===== src/rtl/reg_bank_arbiter_pkg.sv =====
// Shared definitions for the register-bank arbiter: FSM state encoding,
// default geometry and a small helper for sizing the round-robin pointer.
package reg_bank_arbiter_pkg;

  typedef enum logic [1:0] {
    ST_IDLE = 2'd0,
    ST_BUSY = 2'd1,
    ST_DONE = 2'd2
  } arb_state_t;

  localparam int DEF_NREQ = 4;
  localparam int DEF_NREG = 8;
  localparam int DEF_W    = 16;
  localparam int DEF_AW   = 3;

  // Width of an index that can name any of n requesters (at least one bit).
  function automatic int idx_width(input int n);
    return (n > 1) ? $clog2(n) : 1;
  endfunction

endpackage


===== src/rtl/reg_bank_arbiter_reg16_en.sv =====
// One W-bit storage register of the bank: cleared by reset, loads d when en.
// Reset takes priority over a load in the same cycle.
module reg16_en #(
  parameter int W = 16
) (
  input  logic         clk,
  input  logic         rst,
  input  logic         en,
  input  logic [W-1:0] d,
  output logic [W-1:0] q
);

  // Storage register with synchronous clear and enable-gated load.
  always_ff @(posedge clk) begin
    if (rst) begin
      q <= {W{1'b0}};
    end else if (en) begin
      q <= d;
    end else begin
      q <= q;
    end
  end

endmodule


===== src/rtl/reg_bank_arbiter.sv =====
// Round-robin arbiter and sequencer owning a bank of NREG registers.
// Each granted transaction takes three cycles: IDLE (arbitrate and latch),
// BUSY (write or read the bank), DONE (ack pulse, no sampling).
module reg_bank_arbiter
  import reg_bank_arbiter_pkg::*;
#(
  parameter int NREQ = DEF_NREQ,
  parameter int NREG = DEF_NREG,
  parameter int W    = DEF_W,
  parameter int AW   = DEF_AW
) (
  input  logic             clk,
  input  logic             rst,
  input  logic [NREQ-1:0]  req,
  input  logic [NREQ-1:0]  we,
  input  logic [NREQ*AW-1:0] addr,
  input  logic [NREQ*W-1:0]  wdata,
  output logic [NREQ-1:0]  gnt,
  output logic [NREQ-1:0]  ack,
  output logic [W-1:0]     rdata,
  output logic [NREG*W-1:0] bank_q
);

  localparam int PW = idx_width(NREQ);

  arb_state_t     state_r, state_n_s;
  logic [PW-1:0]  ptr_r, ptr_n_s;
  logic [NREQ-1:0] gnt_r, gnt_n_s;
  logic [NREQ-1:0] ack_r, ack_n_s;
  logic [W-1:0]   rdata_r, rdata_n_s;
  logic [PW-1:0]  lat_idx_r, lat_idx_n_s;
  logic           lat_we_r, lat_we_n_s;
  logic [AW-1:0]  lat_addr_r, lat_addr_n_s;
  logic [W-1:0]   lat_wdata_r, lat_wdata_n_s;
  logic [PW-1:0]  win_s;
  logic [W-1:0]   rd_mux_s;
  logic [NREG-1:0] wen_s;

  // First requester at or after p (wrapping) whose request bit is set.
  function automatic logic [PW-1:0] rr_pick(input logic [NREQ-1:0] r,
                                            input logic [PW-1:0]   p);
    logic [PW-1:0] sel;
    logic [PW-1:0] cand;
    logic          found;
    sel   = {PW{1'b0}};
    found = 1'b0;
    for (int k = 0; k < NREQ; k++) begin
      cand = PW'((int'(p) + k) % NREQ);
      if (!found && r[cand]) begin
        sel   = cand;
        found = 1'b1;
      end else begin
        sel   = sel;
      end
    end
    return sel;
  endfunction

  assign win_s = rr_pick(req, ptr_r);

  // Per-register write enable: only during BUSY of a write to that address.
  for (genvar r = 0; r < NREG; r++) begin : g_bank
    assign wen_s[r] = (state_r == ST_BUSY) && lat_we_r && (lat_addr_r == AW'(r));

    reg16_en #(.W(W)) u_reg (
      .clk (clk),
      .rst (rst),
      .en  (wen_s[r]),
      .d   (lat_wdata_r),
      .q   (bank_q[r*W +: W])
    );
  end

  // Read mux over the bank; addresses with no register read as zero.
  always_comb begin
    rd_mux_s = {W{1'b0}};
    for (int r = 0; r < NREG; r++) begin
      if (lat_addr_r == AW'(r)) begin
        rd_mux_s = bank_q[r*W +: W];
      end else begin
        rd_mux_s = rd_mux_s;
      end
    end
  end

  // Next-state and next-output logic of the transaction sequencer.
  always_comb begin
    state_n_s     = state_r;
    ptr_n_s       = ptr_r;
    gnt_n_s       = gnt_r;
    ack_n_s       = {NREQ{1'b0}};
    rdata_n_s     = rdata_r;
    lat_idx_n_s   = lat_idx_r;
    lat_we_n_s    = lat_we_r;
    lat_addr_n_s  = lat_addr_r;
    lat_wdata_n_s = lat_wdata_r;
    case (state_r)
      ST_IDLE: begin
        if (|req) begin
          state_n_s     = ST_BUSY;
          gnt_n_s       = {{(NREQ-1){1'b0}}, 1'b1} << win_s;
          lat_idx_n_s   = win_s;
          lat_we_n_s    = we[win_s];
          lat_addr_n_s  = addr[win_s*AW +: AW];
          lat_wdata_n_s = wdata[win_s*W +: W];
        end else begin
          gnt_n_s       = {NREQ{1'b0}};
        end
      end
      ST_BUSY: begin
        if (!lat_we_r) begin
          rdata_n_s = rd_mux_s;
        end else begin
          rdata_n_s = rdata_r;
        end
        ack_n_s   = gnt_r;
        ptr_n_s   = (lat_idx_r == PW'(NREQ-1)) ? {PW{1'b0}} : lat_idx_r + PW'(1);
        state_n_s = ST_DONE;
      end
      ST_DONE: begin
        gnt_n_s   = {NREQ{1'b0}};
        state_n_s = ST_IDLE;
      end
      default: begin
        gnt_n_s   = {NREQ{1'b0}};
        state_n_s = ST_IDLE;
      end
    endcase
  end

  // Sequencer state, pointer, latched transaction and registered outputs.
  always_ff @(posedge clk) begin
    if (rst) begin
      state_r     <= ST_IDLE;
      ptr_r       <= {PW{1'b0}};
      gnt_r       <= {NREQ{1'b0}};
      ack_r       <= {NREQ{1'b0}};
      rdata_r     <= {W{1'b0}};
      lat_idx_r   <= {PW{1'b0}};
      lat_we_r    <= 1'b0;
      lat_addr_r  <= {AW{1'b0}};
      lat_wdata_r <= {W{1'b0}};
    end else begin
      state_r     <= state_n_s;
      ptr_r       <= ptr_n_s;
      gnt_r       <= gnt_n_s;
      ack_r       <= ack_n_s;
      rdata_r     <= rdata_n_s;
      lat_idx_r   <= lat_idx_n_s;
      lat_we_r    <= lat_we_n_s;
      lat_addr_r  <= lat_addr_n_s;
      lat_wdata_r <= lat_wdata_n_s;
    end
  end

  assign gnt   = gnt_r;
  assign ack   = ack_r;
  assign rdata = rdata_r;

endmodule


===== config.mk =====
export PLATFORM = sky130hd
export DESIGN_NAME = reg_bank_arbiter
export DESIGN_NICKNAME = d
export VERILOG_FILES = /design/src/rtl/reg_bank_arbiter_pkg.sv /design/src/rtl/reg_bank_arbiter_reg16_en.sv /design/src/rtl/reg_bank_arbiter.sv
export SDC_FILE = /design/constraint.sdc
export NUM_CORES = 1
export LEC_CHECK = 0
export CORE_AREA = 2 2 169 171
export DETAILED_ROUTE_END_ITERATION = 8
export DIE_AREA = 0 0 171 173
export HOLD_SLACK_MARGIN = 0.06
export MAX_ROUTING_LAYER = met4
export RECOVER_POWER = 25
export SLEW_MARGIN = 10
export SYNTH_ARGS = -nofsm -noshare
export SYNTH_HDL_FRONTEND = slang
export SYNTH_SLANG_ARGS = --single-unit

===== constraint.sdc =====
create_clock -name clk -period 1.7 [get_ports clk]
set_input_delay 0.17 -clock clk [delete_from_list [all_inputs] [get_ports clk]]
set_output_delay 0.17 -clock clk [all_outputs]
set_load 0.05 [all_outputs]

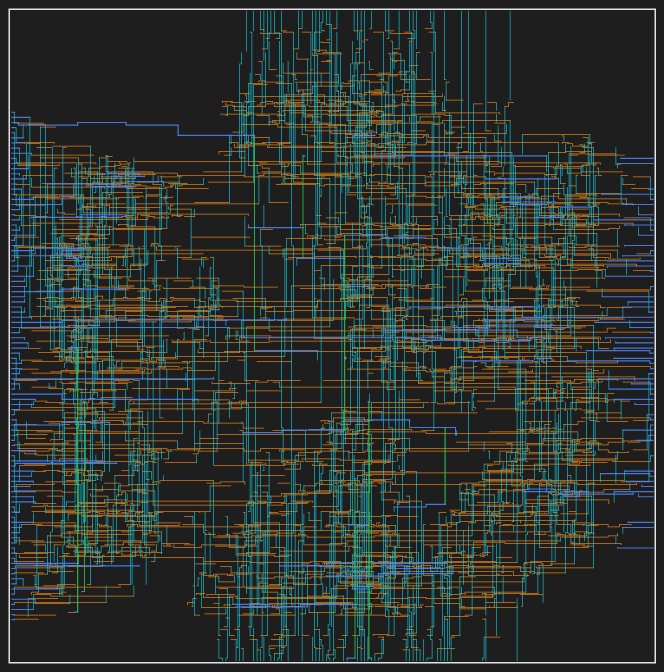
(run_1/metal_stack.png)
colour	layer	wire length
orange	met1	14000 um
cyan	met2	13300 um
green	met4	405 um
blue	met3	2070 um
DR vias: 7722
wire per inst: 19.2 um
total track usage: 19.5%
drt total wl: 29700 um

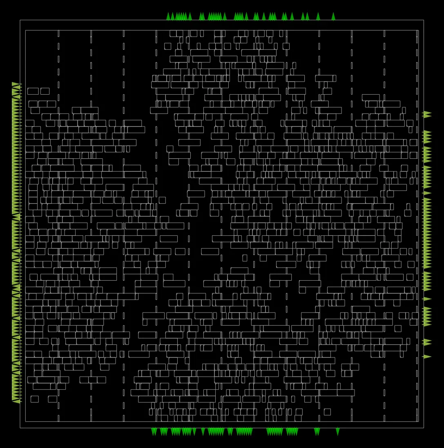
(run_1/final_placement.png)
# fillers: 2794
Layout Utilization: 42.5%
Seq area share: 30.5%
Post-Layout Cell Count: 1547
Core Area: 27600 um2

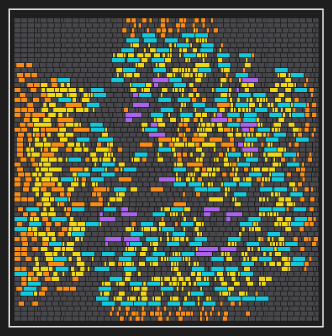
(run_1/cell_classes.png)
Fill, decap, tap and diode cells in grey.
colour	class	cells
purple	clock drivers and dummy loads	32
yellow	all other logic	648
orange	other buffers and delay cells	311
cyan	flip-flops	178

==> metrics.yaml, run 1 <==
antenna_found_initial: 0
period_used_pct: 106
synth_flop_count: 178
synth_nets: 1005
end_kind: "flip-flop"
compound_area_share_pct: 16.6
yosys_cells: 918
place.port_buffers: 237
setup_viol: 20
synth-adder-area-share_pct: 0.152
overflow: 0
rows: 61
lay_top_count: "dfxtp_1"
status: "finished, violations left"
path_class: "in2reg"
setup_ws_ns: -0.0998
place_inst: 1499
synth_warnings: 0
start_kind: "input port"
violations: "negative setup slack"
hold_viol_final: 0
p_per_area_nw_per_um2: 916
yosysUniqueCellTypes: 54
rsz0062_at_grt: "true"
area_growth_pct: 42.3
drt-initial-drc-count: 601
vias_per_cell: 4.99
dp_hpwl_um: 21500
grt_pass1_wl_um: 43200
grt_max_degree: 90
run 1: critical path, cell delays in order:
cell and delay (ns):
clkdlybuf4s50_1 0.47, nor2b_1 0.19, or4b_4 0.64, buf_12 0.18, and3_4 0.17, a211oi_2 0.19, o31ai_1 0.10
run 1: cell families (layout without fill, tap and decap cells):
group / Yosys count / count (layout)
fa+ha+maj: 1 / 1
buf+inv: 98 / 347
mux: 129 / 129
simple gates: 319 / 321
compound gates: 193 / 193
flops: 178 / 178
run 1: where the power goes:
group          internal, mW  switching (mW)
logic                  1.03            1.22
clock network          2.07            1.84
registers              4.30           0.287
total                  7.41            3.35
run 1: stage by stage:
| stage | hold WS (ns) | area, um2 | setup TNS (ns) | setup slack, ns | power, mW |
|---|---|---|---|---|---|
| floorplan | 0.397 | 8360 | -0.0810 | -0.00801 | 5.83 |
| global placement | 0.408 | 11100 | -17.17 | -0.469 | 6.74 |
| detailed placement | 0.413 | 11100 | -17.12 | -0.500 | 6.75 |
| CTS | 0.442 | 11700 | -0.849 | -0.0762 | 10.7 |
| global route | 0.444 | 11700 | -1.83 | -0.129 | 11.2 |
| finish | 0.450 | 11700 | -1.15 | -0.0998 | 10.8 |
run 1: cells in the mapped netlist (4+ instances only):
cell | instances | area share [%]
and3_1 | 39 | 3.0
o21ai_0 | 12 | 0.73
a22oi_1 | 11 | 1.0
a211oi_1 | 24 | 2.2
clkbuf_1 | 62 | 2.8
and2_1 | 4 | 0.30
mux2_2 | 5 | 0.68
buf_2 | 15 | 0.91
o2bb2ai_1 | 11 | 1.2
o31ai_1 | 20 | 1.8
a21oi_1 | 66 | 4.0
dfxtp_1 | 178 | 43
mux2i_1 | 121 | 15
nand2_1 | 107 | 4.9
nor2b_1 | 6 | 0.45
buf_4 | 6 | 0.55
a211oi_2 | 18 | 2.7
o211ai_1 | 12 | 1.1
nand3_1 | 35 | 2.1
nor2_1 | 107 | 4.9
buf_6 | 10 | 1.4
run 1: area by class of cell:
type	count	area share [%]
multi-input cells	644	38.3
flip-flops and latches	178	30.5
repair buffers	311	22.2
well taps	378	4.03
clock buffers	17	3.62
clock inverters	15	1.27
inverters	4	0.128
run 1: state kept, by name (all words and copies together), names as in the netlist:
register and cells:
state_r 2, gnt 4, lat_addr_r 3, g_bank.u_reg.q 128, lat_idx_r 2, ack 4, rdata 16, lat_we_r 1
ptr_r 2, lat_wdata_r 16
run 1: metal layers:
layer | wire (um) | GRT usage [%] | part of all wire, %
met3 | 2070 | 4.26 | 7.0
met2 | 13300 | 28.2 | 45
met1 | 14000 | 27.3 | 47
met5 | 0 | - | 0
met4 | 405 | 4.80 | 1.4
run 1: repair_timing:
action                                  4_1_cts  5_1_grt
hold buffers                                  1        0
endpoints found under the hold margin         1        0
pin swaps                                     2       12
endpoints found under the setup margin      107      126
gates resized                                15       36
gates cloned                                  0        7
setup buffers                                 0        8
run 1: path summary, 6_finish.rpt:
check,from,endpoint,depth (start not counted)
max reg2reg,ptr_r[0],lat_wdata_r[4],6
max,req[0],lat_wdata_r[4],7
min reg2reg,rdata[9],rdata[9],2
min,we[3],lat_we_r,3
==> run 2: changes to the inputs <==
--- a/config.mk
+++ b/config.mk
@@ -7,2 +7,3 @@
 export LEC_CHECK = 0
+export ABC_CLOCK_PERIOD_IN_PS = 1700
 export CORE_AREA = 2 2 169 171
@@ -10,2 +11,3 @@
 export DIE_AREA = 0 0 171 173
+export GPL_ROUTABILITY_DRIVEN = 0
 export HOLD_SLACK_MARGIN = 0.06
--- a/constraint.sdc
+++ b/constraint.sdc
@@ -3,2 +3,2 @@
 set_output_delay 0.17 -clock clk [all_outputs]
-set_load 0.05 [all_outputs]
+set_load 0.1 [all_outputs]
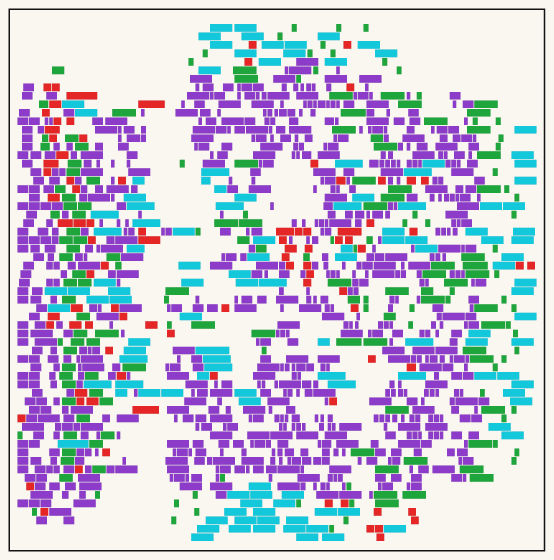
(run_2/drive_strength.png)
colour	size	cells	share	most used
red	drive 3 to 4	89	7.6%	buf_4
cyan	drive 6 and up	125	11%	buf_12
green	drive 2	175	15%	clkbuf_2
purple	drive 1 or less	784	67%	dfxtp_1
Finished Cell Area: 12800 um2
setup ws final: -0.170 ns
bufs w/o clock: 314
Synth-to-Final Area Change: 55.0%

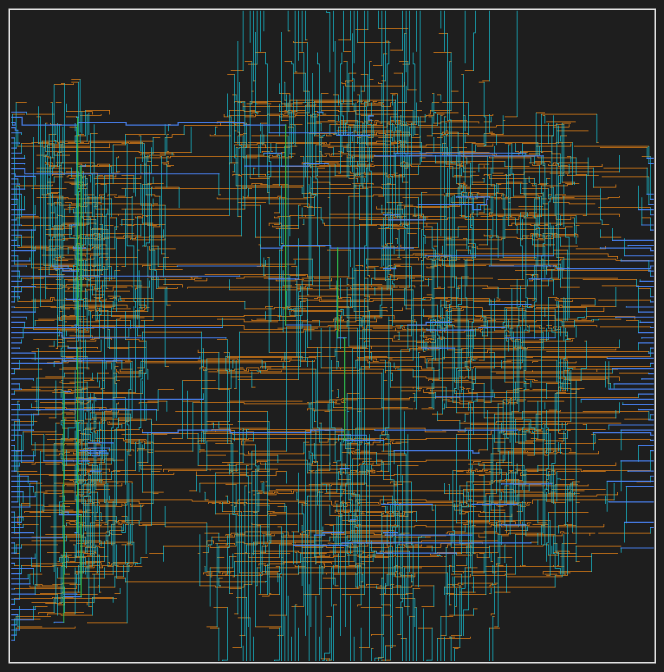
(run_2/metal_stack.png)
colour	layer	wire length
cyan	met2	14000 um
blue	met3	1910 um
green	met4	326 um
orange	met1	13900 um

==> run 2 against run 1 <==
- the flow still finishes with violations (negative setup slack)
- final area increased by 8.9%
- synthesized cell count unchanged
- first-iteration DRC count increased by 1.3%
- via count increased by 0.88%
- highest routed layer unchanged
- cell count increased by 0.26%
- synthesized area unchanged
==> metrics.yaml, run 2 <==
status: "finished, violations left"
violations: "negative setup slack"
grt_use_total_pct: 20.3  # +0.79 points
place_inst: 1502  # +0.20%
yosysUniqueCellTypes: 54  # unchanged
lay_top_count: "dfxtp_1"
post-route-util_pct: 46.3  # +3.8 points
antenna_found_initial: 0  # unchanged
met2_length_um: 14000  # +5.9%
start_kind: "flip-flop"
place.port_buffers: 237  # unchanged
rr_endpoint: "lat_wdata_r[3]"
dpl_worst_slack_ns: -0.551  # -0.0510 ns
setup_ws_ns: -0.170  # -0.0702 ns
met3_length_um: 1910  # -7.5%
fin_cells: 1551  # +0.26%
vias_per_cell: 5.02  # +0.62%
drt-initial-drc-count: 609  # +1.3%
yosys_cells: 918  # unchanged
largest_register: "g_bank.u_reg.q"
rows: 61  # unchanged
hold_viol_final: 0  # unchanged
setup_viol: 20  # unchanged
rr_worst_depth: 7  # +1
fin_setup_tns_ns: -2.02  # -0.867 ns
via_count: 7790  # +0.88%
rsz0062_at_grt: "true"
overflow: 0  # unchanged
slowest_delay_ns: 0.61  # -0.03 ns
largest_reg_flops: 128  # unchanged
synth_nets: 1005  # unchanged
whs_ns: 0.0941  # -0.356 ns
yosysTopAreaCellShare_pct: 43.2  # unchanged
crit_path_end: "lat_wdata_r[3]"
common_cells: "178 x dfxtp_1, 121 x mux2i_1, 107 x nand2_1, 107 x nor2_1, 66 x a21oi_1"
core_um2: 27600  # unchanged
path_class: "reg2reg"
drt-met1-wl_um: 13900  # -0.67%
dp_hpwl_um: 22000  # +2.2%
period_used_pct: 110  # +4.1 points
synth_warnings: 0  # unchanged
post-synth-top-count-cell: "dfxtp_1"
wl_per_cell_um: 19.5  # +1.3%
power_mw: 11.1  # +3.3%
cp-startpoint: "ptr_r[0]"
grt_max_degree: 76  # -16%
netlist_top_cells_area: "dfxtp_1 43%, mux2i_1 15%, nand2_1 4.9%"
top_layer_used: "met4"
-- run 2: cell counts after synthesis --
No cell type changed its count.
-- run 2: area by class of cell --
class | instances | area share [%]
clock buffer | 17 | 3.33
sequential | 178 | 28.4
inverter | 4 | 0.117
multi-input combinational | 646 | 34.7
clock inverter | 14 | 1.29
tap | 378 | 3.70
timing repair buffer | 314 | 28.5
-- run 2: how the worst min path moves through the flow --
stage	startpoint	end	slack (ns)	depth (start not counted)
floorplan	we[1]	lat_we_r	0.40	2
global placement	g_bank[1].u_reg.q[5]	g_bank[1].u_reg.q[5]	0.45	2
detailed placement	g_bank[7].u_reg.q[2]	g_bank[7].u_reg.q[2]	0.45	2
CTS	rst	ptr_r[0]	0.08	2
global route	rst	g_bank[4].u_reg.q[1]	0.08	2
finish	rst	ptr_r[0]	0.09	2
-- run 2: worst max-delay path: cells and delay by family, from the launching register on --
kind / cells / cell delay, ns
simple gates: 3 / 0.81
compound gates: 2 / 0.30
buf+inv: 2 / 0.27
flops: 1 / 0.38
-- run 2: layer usage --
layer  GRT usage (%)  vias to the layer above
met5               -                        -
met4            4.20                        0
met3            4.51                       20
met2            31.1                      297
met1            27.3                     3733
li1                -                     3740
-- run 2: cells by family (layout without fill, tap and decap cells) --
| family | count (synthesis) | count (layout) | share of synthesized area [%] |
|---|---|---|---|
| AOI/OAI and AO/OA | 193 | 193 | 16.6 |
| DFF | 178 | 178 | 43.2 |
| muxes | 129 | 129 | 16.2 |
| and+or+nand+nor | 319 | 323 | 18.0 |
| buffers and inverters | 98 | 349 | 5.87 |
| adders and majority gates | 1 | 1 | 0.152 |
-- run 2: power breakdown --
part | total, mW | internal (mW) | switching (mW)
clock | 4.00 | 2.10 | 1.90
combinational | 2.53 | 1.11 | 1.42
sequential | 4.59 | 4.30 | 0.287
total | 11.1 | 7.51 | 3.61
-- run 2: repair_timing --
item	in CTS	in global routing
endpoints found under the setup margin	43	86
gates resized	20	12
buffers inserted	4	6
pin swaps	11	7
gates cloned	6	3
==> run 3: changes to the inputs <==
Settings changed: CORE_AREA 2 2 169 171 to 2 2 142 144, DIE_AREA 0 0 171 173 to 0 0 144 146, PLACE_DENSITY set to 0.75.
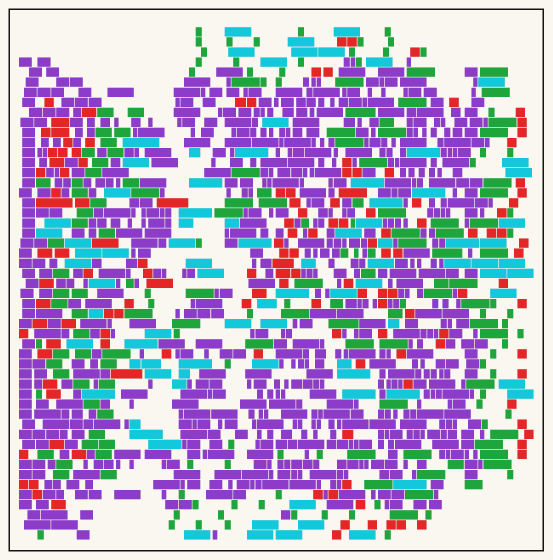
(run_3/drive_strength.png)
colour	size	cells	share	most used
red	drive 3 to 4	137	12%	buf_4
green	drive 2	184	16%	clkbuf_2
cyan	drive 6 and up	86	7.3%	buf_12
purple	drive 1 or less	772	65%	dfxtp_1
bufs w/o clock: 321
setup ws final: -0.125 ns
Finished Cell Area: 12200 um2
Synth-to-Final Area Change: 47.5%

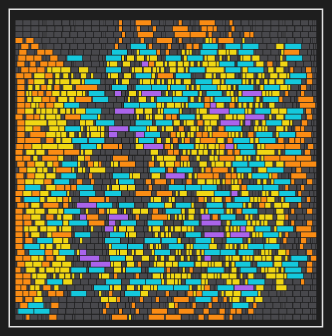
(run_3/cell_classes.png)
Fill, decap, tap and diode cells in grey.
colour	class	cells
cyan	flip-flops	178
yellow	all other logic	648
purple	clock drivers and dummy loads	32
orange	other buffers and delay cells	321
Core Area: 19300 um2
Layout Utilization: 63.0%
# rows: 51

==> run 3 against run 2 <==
- sequential cell count unchanged
- highest routed layer unchanged
- register-to-register slack better by 0.05 ns
- non-clock buffer count up 7
- cell count is 6.9% lower
- synthesized area unchanged
- fmax rose by 2.5%
- utilization rose by 17 points
- synthesized cell count did not move
- the flow still finishes with violations (negative setup slack)
- routed wire length down 7.6%
- largest cell class unchanged
- power shrank 2.3%
- setup slack improved by 0.045 ns
- clock skew fell by 0.0041 ns
==> metrics.yaml, run 3 <==
yosysTopAreaCellShare_pct: 43.2  # unchanged
overflow: 0  # unchanged
lay_top_count: "dfxtp_1"
largest_register: "g_bank.u_reg.q"
netlist_top_cells_area: "dfxtp_1 43%, mux2i_1 15%, nand2_1 4.9%"
whs_ns: 0.445  # +0.351 ns
largest_reg_flops: 128  # unchanged
vias_per_cell: 5.52  # +9.9%
path_class: "reg2reg"
dp_hpwl_um: 20000  # -9.3%
power_frac_comb_pct: 22.8  # about the same
p_seq_share_pct: 42.1  # +0.8 points
p_switching_mw: 3.53  # -2.3%
fin_setup_tns_ns: -1.03  # +0.986 ns
wl_per_cell_um: 19.3  # -0.78%
grt_max_degree: 145  # +91%
swShare_pct: 32.5  # about the same
antenna_found_initial: 0  # unchanged
synth_warnings: 0  # unchanged
clkPwrFrac_pct: 35.1  # -0.8 points
yosysUniqueCellTypes: 54  # unchanged
post-synth-top-count-cell: "dfxtp_1"
setup_ws_ns: -0.125  # +0.0453 ns
dpl_worst_slack_ns: -0.526  # +0.0249 ns
hold_viol_final: 0  # unchanged
status: "finished, violations left"
violations: "negative setup slack"
setup_viol: 20  # unchanged
drt-initial-drc-count: 523  # -14%
grt_use_total_pct: 26.3  # +6.0 points
place.port_buffers: 237  # unchanged
common_cells: "178 x dfxtp_1, 121 x mux2i_1, 107 x nand2_1, 107 x nor2_1, 66 x a21oi_1"
start_kind: "flip-flop"
yosys_cells: 918  # unchanged
==> run 3: cell types whose count changed in the layout (fill, tap and decap cells not counted), moves of 7 or more <==
| cell | change |
|---|---|
| and3_4 | +8 |
| buf_4 | +40 |
| and3_1 | -8 |
| clkbuf_2 | +7 |
| buf_12 | -43 |
==> run 3: area by class of cell <==
type	instances	area, um2	share of cell area, %
Tap cell	265	332	2.72
Multi-Input combinational cell	644	4470	36.7
Clock inverter	15	140	1.15
Sequential cell	178	3640	29.9
Inverter	4	15.0	0.123
Clock buffer	17	425	3.49
Timing Repair Buffer	321	3150	25.9
==> run 3: worst paths after layout <==
check / slack, ns / startpoint / endpoint / depth (start not counted)
max: -0.12 / ptr_r[0] / lat_wdata_r[12] / 6
min reg2reg: 0.45 / rdata[3] / rdata[3] / 2
max reg2reg: -0.12 / ptr_r[0] / lat_wdata_r[12] / 6
min: 0.45 / addr[3] / lat_addr_r[0] / 3
==> run 3: critical path: stages, from the launching register on <==
cell	delay (ns)
dfxtp_4	0.39
nor2b_4	0.05
or4b_4	0.57
buf_12	0.20
and3_1	0.19
a211oi_2	0.20
o31ai_2	0.10
==> run 3: cells by family (layout without fill, tap and decap cells) <==
group	count (synthesis)	in the layout	share of synthesized area [%]
adder cells (fa/ha/maj)	1	1	0.152
multiplexers	129	129	16.2
buffers and inverters	98	357	5.87
AND-OR/OR-AND	193	193	16.6
AND/OR/NAND/NOR	319	321	18.0
flip-flops	178	178	43.2
==> run 3: power groups by stage <==
| stage | Sequential (mW) | Clock [mW] | Combinational, mW |
|---|---|---|---|
| 4_1_cts | 4.58 | 3.85 | 2.38 |
| 5_1_grt | 4.60 | 4.03 | 2.59 |
| 2_1_floorplan | 4.79 | 0 | 1.22 |
| 6_report | 4.58 | 3.81 | 2.47 |
| 3_5_place_dp | 4.67 | 0 | 2.26 |
| 3_3_place_gp | 4.67 | 0 | 2.23 |
==> run 3: metal layers <==
layer	wire (um)	vias up	part of all wire (%)	track usage, %
li1	-	3747	-	-
met3	2400	52	8.6	6.68
met5	0	-	0	-
met1	11700	3758	42	33.1
met4	618	0	2.2	9.66
met2	13200	414	47	40.6
==> run 3: stage by stage <==
| stage | cell area [um2] | std cells |
|---|---|---|
| 3_5_place_dp | 12200 | 1388 |
| 4_1_cts | 13000 | 1432 |
| 2_1_floorplan | 8420 | 918 |
| 6_report | 12200 | 1444 |
| 3_3_place_gp | 12200 | 1388 |
| 5_1_grt | 12200 | 1444 |
==> run 3: timing repair <==
item / in CTS / in global routing
endpoints found under the setup margin: 66 / 83
hold buffers: 1 / 0
gates cloned: 4 / 2
endpoints found under the hold margin: 4 / 0
buffers inserted: 7 / 11
pin swaps: 8 / 6
gates resized: 19 / 25

==> gallery <==
Nets reached from selected ports.
The bar under the picture is 50 um long.
panel A
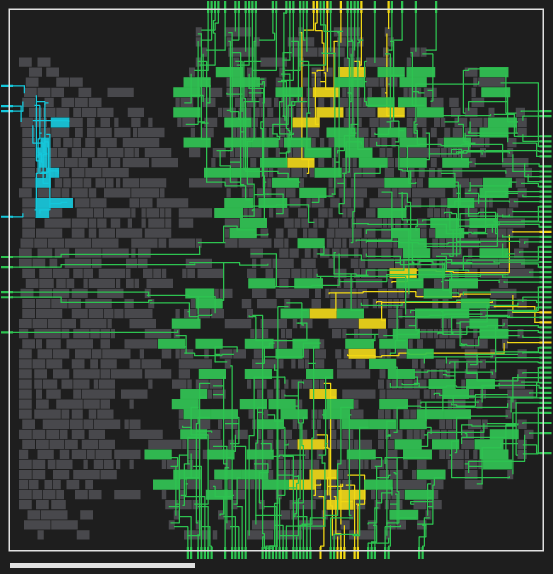
panel B
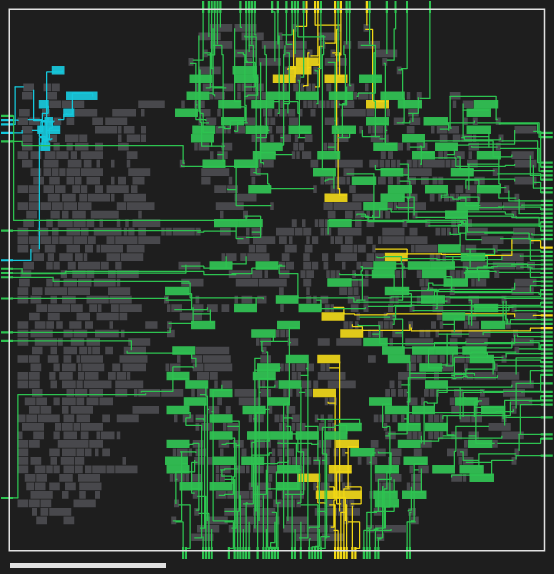
Panel A is run 3.
Panel B is run 2.
The one with the largest die is panel B.

Key to panel B:
colour	port	direction	edge	end cells	buffers	wire
cyan	`req`	input	west	10	7	186 um
green	`bank_q`	output	56 east, 35 south, 27 north, 10 west	128	128	6720 um
yellow	`rdata`	output	7 south, 6 north, 3 east	16	16	679 um

Power and IR drop assume default switching activity.
